===== src/rtl/mem_port_arbiter.sv =====
// mem_port_arbiter
// Shares one single-port RAM between the instruction-fetch (IF) and the
// load/store (LS) requesters of the CPU core. Each access runs IDLE -> ISSUE ->
// WAIT -> IDLE. A one-cycle rsp_valid pulse goes to the granted requester in the
// first IDLE cycle after the access.
//
// Ports
//   clk, s_reset                 clock, synchronous active-high reset
//   if_req_* / if_addr           IF read request (valid/ready)
//   if_rsp_valid / if_rdata      IF read response (one-cycle pulse, data held)
//   ls_req_* / ls_addr / ls_we / ls_be / ls_wdata   LS read/write request
//   ls_rsp_valid / ls_rdata      LS response (read data or write ack)
//   mem_en/we/be/addr/wdata      RAM command, valid in the ISSUE cycle
//   mem_rdata                    RAM read data, MEM_LATENCY cycles after mem_en
//   busy                         high whenever the FSM is not in IDLE
module mem_port_arbiter #(
  parameter int CPU_WIDTH   = 32,
  parameter int RAM_WIDTH   = 31,
  parameter int MEM_LATENCY = 1
) (
  input  logic                   clk,
  input  logic                   s_reset,
  input  logic                   if_req_valid,
  output logic                   if_req_ready,
  input  logic [RAM_WIDTH-1:0]   if_addr,
  output logic                   if_rsp_valid,
  output logic [CPU_WIDTH-1:0]   if_rdata,
  input  logic                   ls_req_valid,
  output logic                   ls_req_ready,
  input  logic [RAM_WIDTH-1:0]   ls_addr,
  input  logic                   ls_we,
  input  logic [CPU_WIDTH/8-1:0] ls_be,
  input  logic [CPU_WIDTH-1:0]   ls_wdata,
  output logic                   ls_rsp_valid,
  output logic [CPU_WIDTH-1:0]   ls_rdata,
  output logic                   mem_en,
  output logic                   mem_we,
  output logic [CPU_WIDTH/8-1:0] mem_be,
  output logic [RAM_WIDTH-1:0]   mem_addr,
  output logic [CPU_WIDTH-1:0]   mem_wdata,
  input  logic [CPU_WIDTH-1:0]   mem_rdata,
  output logic                   busy
);

  localparam int BE_W = CPU_WIDTH / 8;

  typedef enum logic [1:0] {
    IDLE  = 2'd0,
    ISSUE = 2'd1,
    WAIT  = 2'd2
  } state_t;

  localparam logic GRANT_IF = 1'b0;
  localparam logic GRANT_LS = 1'b1;

  state_t                 state_r;
  state_t                 state_s;
  logic                   last_grant_r;
  logic                   grant_r;
  logic                   win_s;
  logic                   if_ready_s;
  logic                   ls_ready_s;
  logic                   accept_s;
  logic                   last_wait_s;
  logic                   we_next_s;
  logic [BE_W-1:0]        be_next_s;
  logic                   we_r;
  logic [BE_W-1:0]        be_r;
  logic [RAM_WIDTH-1:0]   addr_r;
  logic [CPU_WIDTH-1:0]   wdata_r;
  logic [3:0]             cnt_r;
  logic                   mem_en_r;
  logic                   mem_we_r;
  logic [BE_W-1:0]        mem_be_r;
  logic                   if_rsp_r;
  logic                   ls_rsp_r;
  logic [CPU_WIDTH-1:0]   if_rdata_r;
  logic [CPU_WIDTH-1:0]   ls_rdata_r;
  logic                   busy_r;

  // Round-robin winner selection and the combinational ready handshake.
  always_comb begin
    win_s      = GRANT_IF;
    if_ready_s = 1'b0;
    ls_ready_s = 1'b0;
    if (if_req_valid && ls_req_valid) begin
      // On a tie the port that did not win last time goes first.
      if (last_grant_r == GRANT_LS) begin
        win_s = GRANT_IF;
      end else begin
        win_s = GRANT_LS;
      end
    end else if (ls_req_valid) begin
      win_s = GRANT_LS;
    end else begin
      win_s = GRANT_IF;
    end
    if ((state_r == IDLE) && !s_reset) begin
      if_ready_s = if_req_valid && (win_s == GRANT_IF);
      ls_ready_s = ls_req_valid && (win_s == GRANT_LS);
    end else begin
      if_ready_s = 1'b0;
      ls_ready_s = 1'b0;
    end
  end

  // Command fields captured on accept; IF and LS reads always use full byte enables.
  always_comb begin
    we_next_s = 1'b0;
    be_next_s = {BE_W{1'b1}};
    if ((win_s == GRANT_LS) && ls_we) begin
      we_next_s = 1'b1;
      be_next_s = ls_be;
    end else begin
      we_next_s = 1'b0;
      be_next_s = {BE_W{1'b1}};
    end
  end

  assign accept_s    = if_ready_s || ls_ready_s;
  assign last_wait_s = (state_r == WAIT) && (cnt_r == 4'd1);

  // Next-state logic for the access sequencer.
  always_comb begin
    state_s = state_r;
    case (state_r)
      IDLE: begin
        if (accept_s) begin
          state_s = ISSUE;
        end else begin
          state_s = IDLE;
        end
      end
      ISSUE: state_s = WAIT;
      WAIT: begin
        if (cnt_r == 4'd1) begin
          state_s = IDLE;
        end else begin
          state_s = WAIT;
        end
      end
      default: state_s = IDLE;
    endcase
  end

  // State register.
  always_ff @(posedge clk) begin
    if (s_reset) begin
      state_r <= IDLE;
    end else begin
      state_r <= state_s;
    end
  end

  // Request capture, RAM command, latency counter and response registers.
  always_ff @(posedge clk) begin
    if (s_reset) begin
      last_grant_r <= GRANT_LS;
      grant_r      <= GRANT_IF;
      we_r         <= 1'b0;
      be_r         <= {BE_W{1'b0}};
      addr_r       <= {RAM_WIDTH{1'b0}};
      wdata_r      <= {CPU_WIDTH{1'b0}};
      cnt_r        <= 4'd0;
      mem_en_r     <= 1'b0;
      mem_we_r     <= 1'b0;
      mem_be_r     <= {BE_W{1'b0}};
      if_rsp_r     <= 1'b0;
      ls_rsp_r     <= 1'b0;
      if_rdata_r   <= {CPU_WIDTH{1'b0}};
      ls_rdata_r   <= {CPU_WIDTH{1'b0}};
      busy_r       <= 1'b0;
    end else begin
      if (accept_s) begin
        last_grant_r <= win_s;
        grant_r      <= win_s;
        we_r         <= we_next_s;
        be_r         <= be_next_s;
        if (win_s == GRANT_LS) begin
          addr_r  <= ls_addr;
          wdata_r <= ls_wdata;
        end else begin
          addr_r  <= if_addr;
        end
      end
      // The strobes are registered from the accept so they are high exactly in ISSUE.
      mem_en_r <= accept_s;
      mem_we_r <= accept_s && we_next_s;
      mem_be_r <= accept_s ? be_next_s : {BE_W{1'b0}};
      case (state_r)
        ISSUE:   cnt_r <= 4'(MEM_LATENCY);
        WAIT:    cnt_r <= cnt_r - 4'd1;
        default: cnt_r <= cnt_r;
      endcase
      if_rsp_r <= last_wait_s && (grant_r == GRANT_IF);
      ls_rsp_r <= last_wait_s && (grant_r == GRANT_LS);
      if (last_wait_s && (grant_r == GRANT_IF)) begin
        if_rdata_r <= mem_rdata;
      end
      // Writes are acknowledged only; ls_rdata keeps the last read value.
      if (last_wait_s && (grant_r == GRANT_LS) && !we_r) begin
        ls_rdata_r <= mem_rdata;
      end
      busy_r <= (state_s != IDLE);
    end
  end

  assign if_req_ready = if_ready_s;
  assign ls_req_ready = ls_ready_s;
  assign if_rsp_valid = if_rsp_r;
  assign if_rdata     = if_rdata_r;
  assign ls_rsp_valid = ls_rsp_r;
  assign ls_rdata     = ls_rdata_r;
  assign mem_en       = mem_en_r;
  assign mem_we       = mem_we_r;
  assign mem_be       = mem_be_r;
  assign mem_addr     = addr_r;
  assign mem_wdata    = wdata_r;
  assign busy         = busy_r;

endmodule


===== config.mk =====
export PLATFORM = sky130hd
export DESIGN_NAME = mem_port_arbiter
export DESIGN_NICKNAME = d
export VERILOG_FILES = /design/src/rtl/mem_port_arbiter.sv
export SDC_FILE = /design/constraint.sdc
export NUM_CORES = 1
export LEC_CHECK = 0
export ABC_AREA = 1
export CAP_MARGIN = 20
export CORE_AREA = 2 2 114 128
export CTS_CLUSTER_SIZE = 20
export DETAILED_ROUTE_END_ITERATION = 8
export DIE_AREA = 0 0 116 130
export GPL_TIMING_DRIVEN = 0
export PLACE_DENSITY_LB_ADDON = 0.15
export SLEW_MARGIN = 5
export SYNTH_ARGS = -nofsm -noshare
export SYNTH_HDL_FRONTEND = slang
export SYNTH_SLANG_ARGS = --single-unit
export TNS_END_PERCENT = 10

===== constraint.sdc =====
create_clock -name clk -period 2.8 [get_ports clk]
set_input_delay 0.56 -clock clk [delete_from_list [all_inputs] [get_ports clk]]
set_output_delay 0.56 -clock clk [all_outputs]
set_load 0.05 [all_outputs]

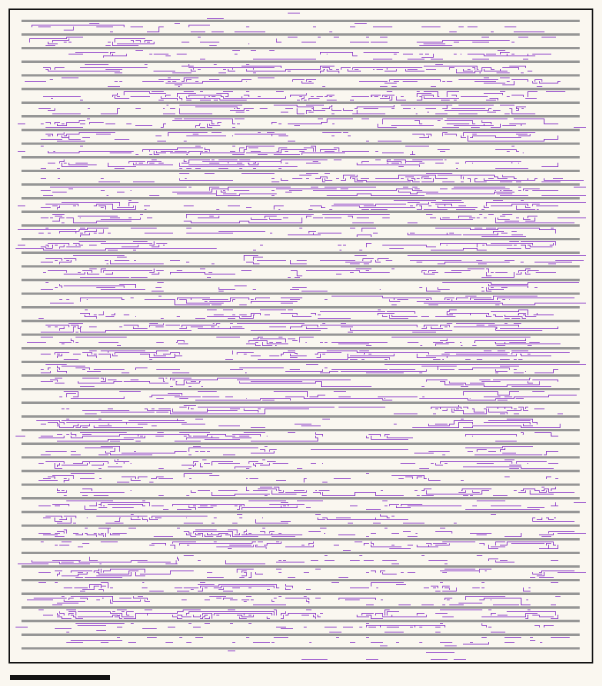
(run_1/met1.png)
Scale bar: 20 µm. Supply wires on this layer in gray.
wire length on this layer: 7050 µm
main direction: horizontal
longest straight run: 40.0 µm
share of all routed wire: 41%

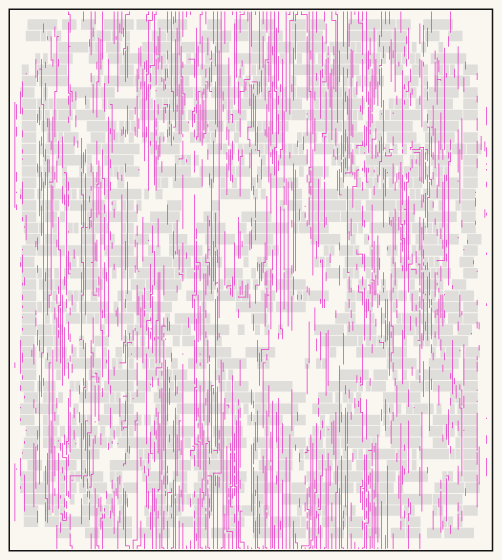
(run_1/met2.png)
main direction: vertical
wire length on this layer: 8500 µm
share of all routed wire: 49%
longest straight run: 64.3 µm

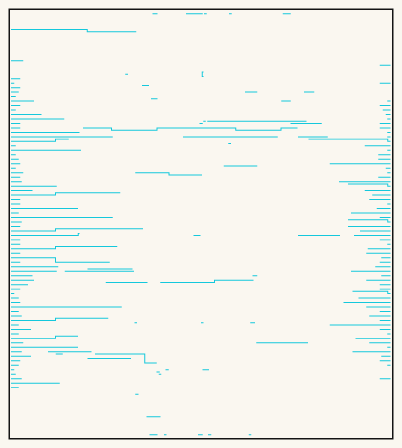
(run_1/met3.png)
main direction: horizontal
nets with wire on the layer: 162

-- run 1: cell families (layout without fill, tap and decap cells) --
logic type               count (synthesis)  count (layout)  synth area share, %
adder cells (fa/ha/maj)                  5               5                 1.01
buffers and inverters                  166             469                 10.6
AND-OR/OR-AND                            9               9                0.784
flip-flops                             145             145                 46.6
AND/OR/NAND/NOR                        617             617                 40.9
-- run 1: layout make-up --
cell class | count | area [µm²] | area share [%]
repair buffers | 272 | 2710 | 27.8
inverters | 111 | 419 | 4.30
well taps | 192 | 240 | 2.47
flip-flops and latches | 145 | 2900 | 29.8
clock inverters | 10 | 111 | 1.14
clock buffers | 21 | 450 | 4.62
plain buffers | 55 | 245 | 2.52
multi-input cells | 631 | 2670 | 27.4
==> run summary, run 1 <==
Notes on the physical design

The kind of cell adding the most delay to the critical path is buffers and inverters. The number of buffers inserted during clock tree synthesis is 17. The static power due to leakage is 0.00464 µW. Per the GRT log, the top usage layer is met2.

The net count after synthesis is 1082. The switching portion of total power comes to 32.2%. The length of routed met3 wiring is 1390 µm. Hold analysis lists the worst path endpoint as mem_wdata[24].

The power report puts the net switching power at 1970 µW. The met2 usage is 39.9%. The sequential group power is 2310 µW.

The flow ran to the end, and the final reports show no timing, DRC or antenna violations. The met2 routed wirelength is 8500 µm. The number of setup violations in the final report is 0. The final weighted congestion in routability-driven placement is 0.823. For this design the top-level I/O count stands at 273. Per STA, the worst path is made up of clkdlybuf4s50_1, nand2_1, clkbuf_1, a21oi_1, buf_2. Yosys printed 0 warnings. In this run the worst path has a maximum fanout of 10. The synthesized area divided by synthesized cell count is 6.61 µm². Per the final timing report, the hold violations number 0. The aggregate global routing overflow is 0. Entering global routing, the biggest net connects 17 pins. STA shows the worst reg2reg path with a cell count of 9.

For this design, the slowest cell found on the critical path is sky130_fd_sc_hd__clkdlybuf4s50_1. Sequential cells burn 37.6% of the power. In this run the critical register-to-register path is captured at if_rdata[18]. The share of synthesized area occupied by flip-flops and latches is 46.6%. TritonCTS built the clock tree. The most used flip-flop cell is sky130_fd_sc_hd__dfxtp_1. Synthesis handed over a netlist of 942 instances. The placed instance count is 1405. The floorplan step records an initial core utilization of 44.7%. The clock root buffer master is sky130_fd_sc_hd__clkbuf_16. The OpenROAD warning count is 30. The routed length per placed instance is 12.1 µm. In the final design database the tool counted 1373 nets. The clock network accounts for 35.2% of the total power. The OpenROAD report gives the critical path a required time of 2.24 ns. The number of cells in the yosys synthesis report is 942. The post-layout period usage of the worst path is 97.1%. For this block, wires on met1 add up to 7050 µm. The worst path meets setup with 0.0823 ns of slack. The number of post-CTS setup repair buffers is 1. The capture point of the critical path was reported as if_req_ready. The iteration count of the initial detailed-routing pass is 5.

The chip area in the Yosys report is 6220 µm². The number of non-filler instances in the completed layout is 1437. In the final timing run, aggregate negative setup slack is 0 ns. The library cells used most frequently in the layout, excluding fill and tap cells, are sky130_fd_sc_hd__nand2_1 (298), sky130_fd_sc_hd__clkdlybuf4s50_1 (268), sky130_fd_sc_hd__nor2_1 (205).

The total power consumption of the routed design is 6130 µW. The final core area utilization is 70.0%. The worst-case clock buffer depth is 2. For reference, the top cells by area after synthesis are sky130_fd_sc_hd__dfxtp_1 (47%), sky130_fd_sc_hd__nand2_1 (18%), sky130_fd_sc_hd__nor2_1 (12%), sky130_fd_sc_hd__inv_1 (6.6%), sky130_fd_sc_hd__nand3_1 (5.2%).

The via count of the first global-routing pass is 5957. The number of hold-repair buffers added at the cts stage is 0. The cell depth of the worst setup path is 5.

The total area inside the core boundary comes to 13900 µm². The startpoint identified for the worst register-to-register timing path is state_r[0]. The die boundary height is 130 µm. The transition time of the tightest slew-check pin is 0.571 ns.

The worst hold slack after final layout is 0.444 ns. Across the run, the number of max-cap violations was 0. The H-tree was split into 4 levels.

After layout, the minimum clock period comes to 2.72 ns. In this run, post-CTS repair resized a total of 10 instances. The share of layout cells above drive strength 1 is 5.22%. The post-route antenna net violation count is 0. STA classifies the critical path endpoint as an output port. Setup repair after global routing could not meet its margin everywhere. The HPWL after detailed placement is 13100 µm. The floorplan step set the die width to 116 µm. Across the routed clock network, the largest skew measured is 0.0100 ns. STA classifies the critical path startpoint as an input port.

The count of buffers from port buffering is 271. The number of antenna violations at the first check in global routing was 0. The highest metal layer used by the detailed router is met4.

The path type of the worst setup path is in2out. The post-synthesis async set-or-reset flop share is 0%. The post-detailed-routing wire length is 17400 µm. The design area is 9740 µm². The stage delay of the slowest cell on the critical path is 0.50 ns. The first-pass GRT wire length is 27800 µm. The number of remaining DRC errors is 0.

Once iteration 0 of detailed routing completed, the report listed 380 DRC markers. Routing resource usage on met1 recorded by global route was 26.7%. The via density per instance is 4.52. Per the hold report, the tightest min-delay path originates at mem_wdata[24]. The proportion of power drawn by combinational gates is 27.2%.

The clock latency at the later pin of the worst-skew pair is 0.42 ns.
==> run_1/final_congestion.png <==
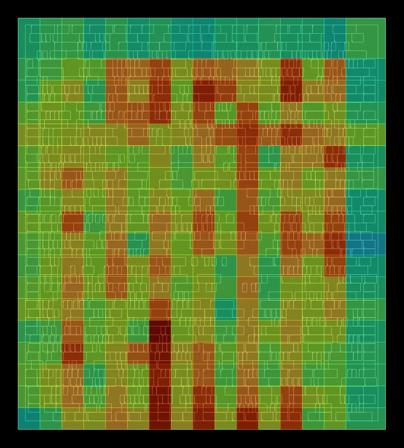

==> run 2, diff against run 1 <==
- CORE_AREA: 2 2 114 128 -> 2 2 120 133
- DIE_AREA: 0 0 116 130 -> 0 0 122 135
- clock period: 2.8 -> 2.97 ns (I/O delays scaled with it)
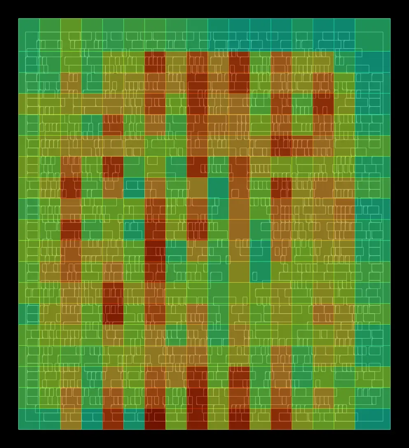
(run_2/final_congestion.png)
utilization of the core after routing: 65.3%
Total Routing Usage GR: 22.3%

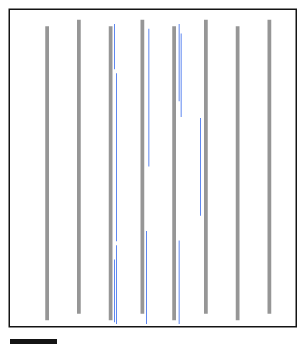
(run_2/met4.png)
Scale bar: 20 µm. Supply wires on this layer in gray.
nets with wire on the layer: 9
share of all routed wire: 2.2%
main direction: vertical

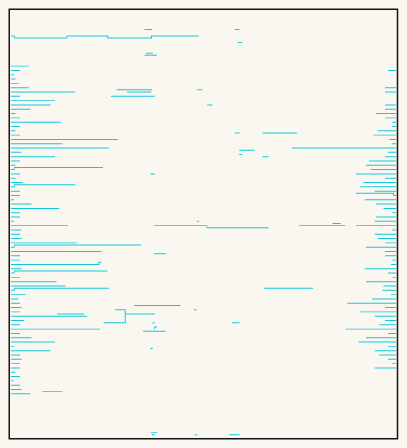
(run_2/met3.png)
nets with wire on the layer: 162
longest straight run: 39.8 µm

==> run summary, run 2 <==
Notes on the physical design

The area taken by sequential standard cells is reported as 2900 µm². At the later pin of the worst-skew pair, clock insertion delay measures 0.42 ns. The final net count is 1373.

The post-synthesis simple-gate area fraction is 40.9%. Per Yosys stat, the portion of area used by sequential elements is 46.6%. The count of buffers not belonging to the clock network in the layout is 327. The timing report attributes the biggest portion of critical-path delay to buffers and inverters.

Warnings raised by the tools during the run amount to 29. In the finished design, the share of the clock period the worst path needs comes to 93.7%. The adder-cell share of the synthesized area is 1.01%.

The number of setup violations in the final report is 0. No sink is reached through more buffers than the 2 on the longest clock path. Setup repair after global routing left no endpoint under its margin.

Per the detail_route log, met2 wirelength is 8730 µm. The cell depth of the worst setup path is 6. TritonCTS built the clock tree. The design area is 9800 µm². The layout report gives the register share of total cell area as 29.6%. Of all nets on the critical path, the largest fanout is 10.

The path type of the worst setup path is in2out. The met2 usage is 38.5%. The multiplexer share of the synthesized area is 0%.

The count of buffers added on input and output ports is 271. RePlAce ended its routability-driven mode at a weighted congestion of 0.828. In the final layout, excluding clock inverters the inverter count is 111.

The min-delay analysis places its worst path in the category reg2reg. The floorplan step set the die height to 135 µm. The number of antenna violations at the first check in global routing is 0. The share of the synthesized netlist area taken by xor and xnor gates is 0%.

The layout has 18 clock buffers. In this run the standard cell core region covers 15000 µm². Per the post-synthesis stats, the area per cell is 6.61 µm². Final hold analysis gives a worst-case slack of 0.444 ns. The post-synthesis async set-or-reset flop share is 0%. The die is 122 µm wide. The floorplan utilization is 41.5%. The number of rows created at floorplan is 47. After layout the signal buffers, clock cells excluded, come to 30.3% of cell area. TritonCTS created 17 clock buffers. By instance count, the leading cell after synthesis is sky130_fd_sc_hd__nand2_1.

The design draws 5890 µW. The minimum clock period after layout is 2.78 ns. The worst setup path is launched from an input port. On the final layout, the worst clock skew is 0.00708 ns. The termination of the worst setup path is ls_req_ready. Per the post-CTS timing run, clock transition at the registers of the reported paths is 0.06 ns. By area the synthesized netlist is led by sky130_fd_sc_hd__dfxtp_1 (47%), sky130_fd_sc_hd__nand2_1 (18%), sky130_fd_sc_hd__nor2_1 (12%), sky130_fd_sc_hd__inv_1 (6.6%), sky130_fd_sc_hd__nand3_1 (5.2%). The HPWL after detailed placement is 13400 µm.

The tree is rooted in a sky130_fd_sc_hd__clkbuf_16. For this run the aggregate overflow at the end of global routing stands at 0. The signal arrival time at the worst endpoint is 2.19 ns. The length of routed met3 wiring is 1320 µm. The report lists the cells along the critical path as clkdlybuf4s50_1, nand2_2, nand2_4, nor2_8, buf_2, clkdlybuf4s15_2. The max-slew violation count is 0. The total number of vias is 6439. The static power due to leakage is 0.00464 µW. The detailed router finished its first iteration with 317 violations.

The startpoint identified for the worst register-to-register timing path is state_r[0]. The flow inserted 196 tap cells. The master of the slowest instance on the critical path is sky130_fd_sc_hd__clkdlybuf4s50_1. The final total negative setup slack is 0 ns.

In the post-route analysis, the smallest setup slack over all paths is 0.186 ns. The total number of multi-input combinational cells is 631. The top cell type in the final layout, fill and taps aside, is sky130_fd_sc_hd__nand2_1.

On met3, the global router reports a usage of 6.04%. The yosys synthesis warning count is 0. The cell type taking the most area is buffers. sky130_fd_sc_hd__dfxtp_1 takes more of the synthesized area than any other cell.

The via count of the first global-routing pass is 6095. The required time at the worst endpoint is listed as 2.38 ns. In the synthesized netlist the dominant register cell turns out to be sky130_fd_sc_hd__dfxtp_1. The number of non-filler instances in the completed layout is 1442. The worst register-to-register path depth is 9. The H-tree generated during clock tree synthesis spans 4 levels. The area of the die is 16500 µm².

Counting endpoints that fail hold in the final report gives 0. After clock tree synthesis, the flow added hold-fix buffers numbering 0. The highest supply drop recorded on VDD is 0.411 mV. The cell count after synthesis is 942. Summed over its instances, the top area cell type makes up 46.6% of the synthesized netlist area.

The synthesized netlist devotes 0.784% of its cell area to compound gates. The pin closest to its max-slew limit shows a slew of 0.573 ns. The number of maximum-capacitance constraint violations is 0.

The number of cells in the yosys synthesis report is 942. The timing report gives the biggest stage delay along the critical path as 0.46 ns. The chip area in the Yosys report is 6220 µm².

The flow ran to the end, and the final reports show no timing, DRC or antenna violations. During I/O placement, the number of pins put on the boundary was 273. The layer with the highest usage after global routing is met2. Entering global routing, the biggest net connects 17 pins. The multi-input logic area is 2670 µm². Per the post-run analysis, buffers plus inverters along the critical path come to 3. The share of layout cells above drive strength 1 is 5.70%.

The multi-input gate share of total cell area is 27.2%. The worst reg2reg path endpoint is if_rdata[17]. Fill cells in the final layout number 1444.

The detailed router reported a total wirelength of 18100 µm. For this run, design rule violations remaining after detail routing come to 0. The global routing met1 resource utilization is 26.3%. Per the cell usage report, the commonest logic cells after layout are sky130_fd_sc_hd__nand2_1 (297), sky130_fd_sc_hd__clkdlybuf4s50_1 (268), sky130_fd_sc_hd__nor2_1 (205). In the per-layer breakdown of the detailed-route log, met1 shows 7670 µm.

The highest metal layer used by the detailed router is met4. The main logic family after synthesis is simple AND/OR/NAND/NOR gates. The via density per instance is 4.47. The net count after synthesis is 1082. The post-route antenna net violation count is 0. The script logs the mean routed wire length per placed instance as 12.6 µm.

The placed instance count is 1409. The first-pass GRT wire length is 29100 µm. The endpoint kind of the worst setup timing path is an output port. The iteration count of the initial detailed-routing pass is 4. The clock distribution area overhead in the final layout is 6.07%.

The number of flip-flops and latches is 145.
-- run 2: power by group --
| part | switching [µW] | internal (µW) |
|---|---|---|
| sequential | 78.1 | 2100 |
| combinational | 1000 | 575 |
| clock | 868 | 1270 |
-- run 2: worst min path at each step --
stage	startpoint	endpoint	slack [ns]	cells past startpoint
after floorplan	last_grant_r	last_grant_r	0.43	2
after global placement	mem_wdata[1]	mem_wdata[1]	0.43	2
after detailed placement	mem_wdata[17]	mem_wdata[17]	0.43	2
after CTS	mem_wdata[17]	mem_wdata[17]	0.45	2
after global routing	mem_wdata[17]	mem_wdata[17]	0.46	2
final	mem_wdata[17]	mem_wdata[17]	0.44	2
-- run 2: timing repair --
action / in CTS / in global routing
setup endpoints to repair: 2 / 2
setup buffers: 1 / 0
resized: 8 / 4
cloned: 0 / 0
pin swaps: 1 / 0
==> run 3, diff against run 2 <==
- ABC_AREA: 1 -> not set
- CORE_AREA: 2 2 120 133 -> 2 2 117 130
- DIE_AREA: 0 0 122 135 -> 0 0 119 132
- GPL_TIMING_DRIVEN: 0 -> 1
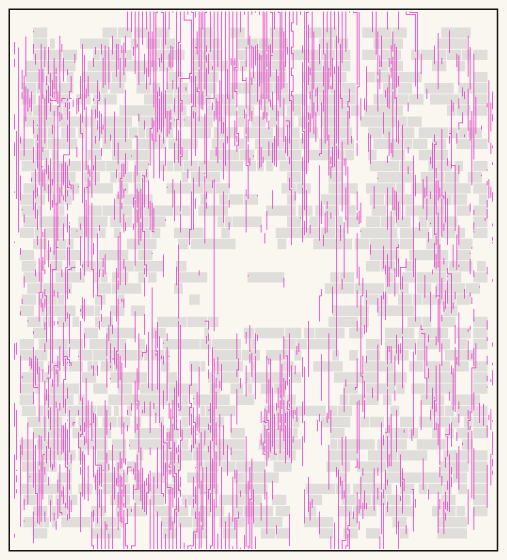
(run_3/met2.png)
main direction: vertical
longest straight run: 60.7 µm
nets with wire on the layer: 870
wire length on this layer: 8320 µm
share of all routed wire: 48%

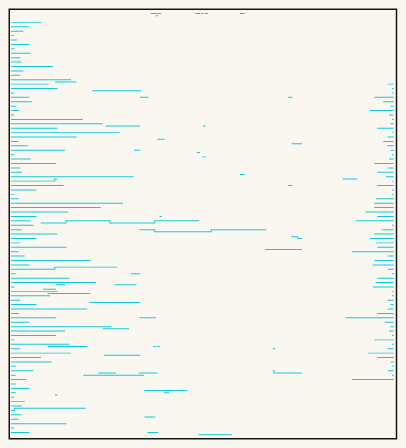
(run_3/met3.png)
nets with wire on the layer: 182
longest straight run: 37.5 µm
share of all routed wire: 8.3%
main direction: horizontal

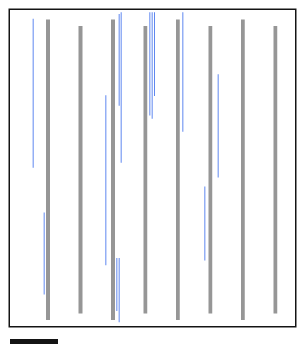
(run_3/met4.png)
Scale bar: 20 µm. Supply wires on this layer in gray.
longest straight run: 70.7 µm
main direction: vertical

==> run summary, run 3 <==
Notes on the physical design

The flow ran to the end, and the final reports show no timing, DRC or antenna violations. The final report lists the setup-violating endpoint count as 0. The area taken by sequential standard cells is reported as 2900 µm². The flip-flop and latch share of the layout cell area is 31.1%.

The fraction of the mapped netlist area in compound gates is 12.1%. The number of gates resized after CTS is 0. The signal arrival time at the worst endpoint is 2.04 ns. The highest metal layer used by the detailed router is met4.

The share of layout cells above drive strength 1 is 5.38%. The startpoint of the lowest-slack hold path is we_r. The proportion of final cell area spent on non-clock buffers is 30.1%.

The fraction of post-synthesis cell area in the top cell type by area is 48.9%. The H-tree was split into 4 levels. The multi-input logic area is 2810 µm². Entering global routing, the biggest net connects 134 pins. The main logic family after synthesis is simple AND/OR/NAND/NOR gates. TritonCTS built the clock tree.

The HPWL after detailed placement is 12100 µm. The transition time recorded at the tightest slew-check pin is 0.644 ns. The placed instance count is 1056. Looking at the gate-level netlist, the highest instance count belongs to sky130_fd_sc_hd__dfxtp_1.

The length of routed met3 wiring is 1440 µm. Pin placement for this block handled 273 I/O pins. At the worst endpoint, the required time is 2.38 ns.

The floorplan step defined a die boundary enclosing 15700 µm². The number of remaining DRC errors is 0. After detailed routing, the met2 layer carries 8320 µm of wire. The share of the synthesized netlist area taken by xor and xnor gates is 0%. The final core area utilization is 65.1%. In this run, power in combinational logic comes to 1220 µW. The share of synthesized area occupied by flip-flops and latches is 48.9%. The number of cells on the worst hold path is listed as 2. The master of the slowest instance on the critical path is sky130_fd_sc_hd__clkdlybuf4s50_1. Note that the worst hold path type here is reg2reg. In the final run the clock tree shows a worst skew of 0.00907 ns.

The layer with the highest usage after global routing is met2. The cell type with the largest total area after synthesis is sky130_fd_sc_hd__dfxtp_1. The synth_stat.txt file lists the number of cells as 637. The die boundary height is 132 µm. After clock tree synthesis, the setup repair step added 0 buffers. The die extent in x is 119 µm. Multi-input gates account for 30.1% of the area. The number of rows created at floorplan is 46. The internal power is 3780 µW. Along the worst path, the maximum fanout reaches 14. The sequential group power is 2140 µW. The endpoint kind of the worst setup timing path is an output port. Across all hold checks on the routed design, the worst slack comes to 0.469 ns.

The switching part of the total is 29.2%. The tree is rooted in a sky130_fd_sc_hd__clkbuf_16. Before antenna repair, the detailed router went through 4 iterations.

The number of flip-flops and latches is 145. met1 track demand over resource after global routing is 24.7%. The clock latency at the later pin of the worst-skew pair is 0.41 ns. The critical path contains buffers and inverters numbering 2 combined.

The post-route antenna net violation count is 0. The clock-pin slew on the worst setup and hold paths is 0.05 ns. Counting pins that exceed their max-slew limit in the final report gives 0.

The starting DRC count in detailed routing is 271. The most used flip-flop cell is sky130_fd_sc_hd__dfxtp_1. TritonRoute output was used to compute an average wire per cell of 16.0 µm. In the final layout, excluding clock inverters the inverter count is 6.

Summed over all routing layers, the global router reports a total usage of 21.9%. The static power due to leakage is 0.00352 µW. The chip area in the Yosys report is 5940 µm². The power report puts the net switching power at 1560 µW.

The worst-case reg-to-reg path depth is 7. Summing all non-filler instances in the final layout gives an area of 9330 µm². Wires add up to 17400 µm. Looking at the area split, the leading class of cells is sequential cells. During tapcell insertion the tool placed 192 well taps. In the layout the commonest cells are sky130_fd_sc_hd__clkdlybuf4s50_1 (269), sky130_fd_sc_hd__dfxtp_1 (145), sky130_fd_sc_hd__nand2b_1 (128). The leading cell type in the layout, fill and taps excluded is sky130_fd_sc_hd__clkdlybuf4s50_1.

The end of the worst hold path is we_r. The total number of vias is 5449. The worst path in the final design needs a cycle of 2.64 ns, including I/O delays and setup.
==> run 3: cell types whose count changed after synthesis, sizes merged, moves of 32 or more <==
cell / before / now
nand2b: 0 / 128
nor2: 210 / 6
nand4: 33 / 0
nand3: 65 / 33
mux2i: 0 / 64
nand2: 300 / 68
o21ai: 2 / 36
inv: 111 / 6
==> run 3: how the worst max path moves through the flow <==
stage                  from  depth (start not counted)            to  slack [ns]
2_1_floorplan       s_reset                          5  if_req_ready        0.39
3_3_place_gp   ls_req_valid                          4  ls_req_ready        0.38
6_report       ls_req_valid                          4  ls_req_ready        0.33
4_1_cts        ls_req_valid                          4  ls_req_ready        0.32
5_1_grt        ls_req_valid                          4  ls_req_ready        0.21
3_5_place_dp   ls_req_valid                          4  ls_req_ready        0.33
No activity file was given, so power comes from the tool's default toggle rates.
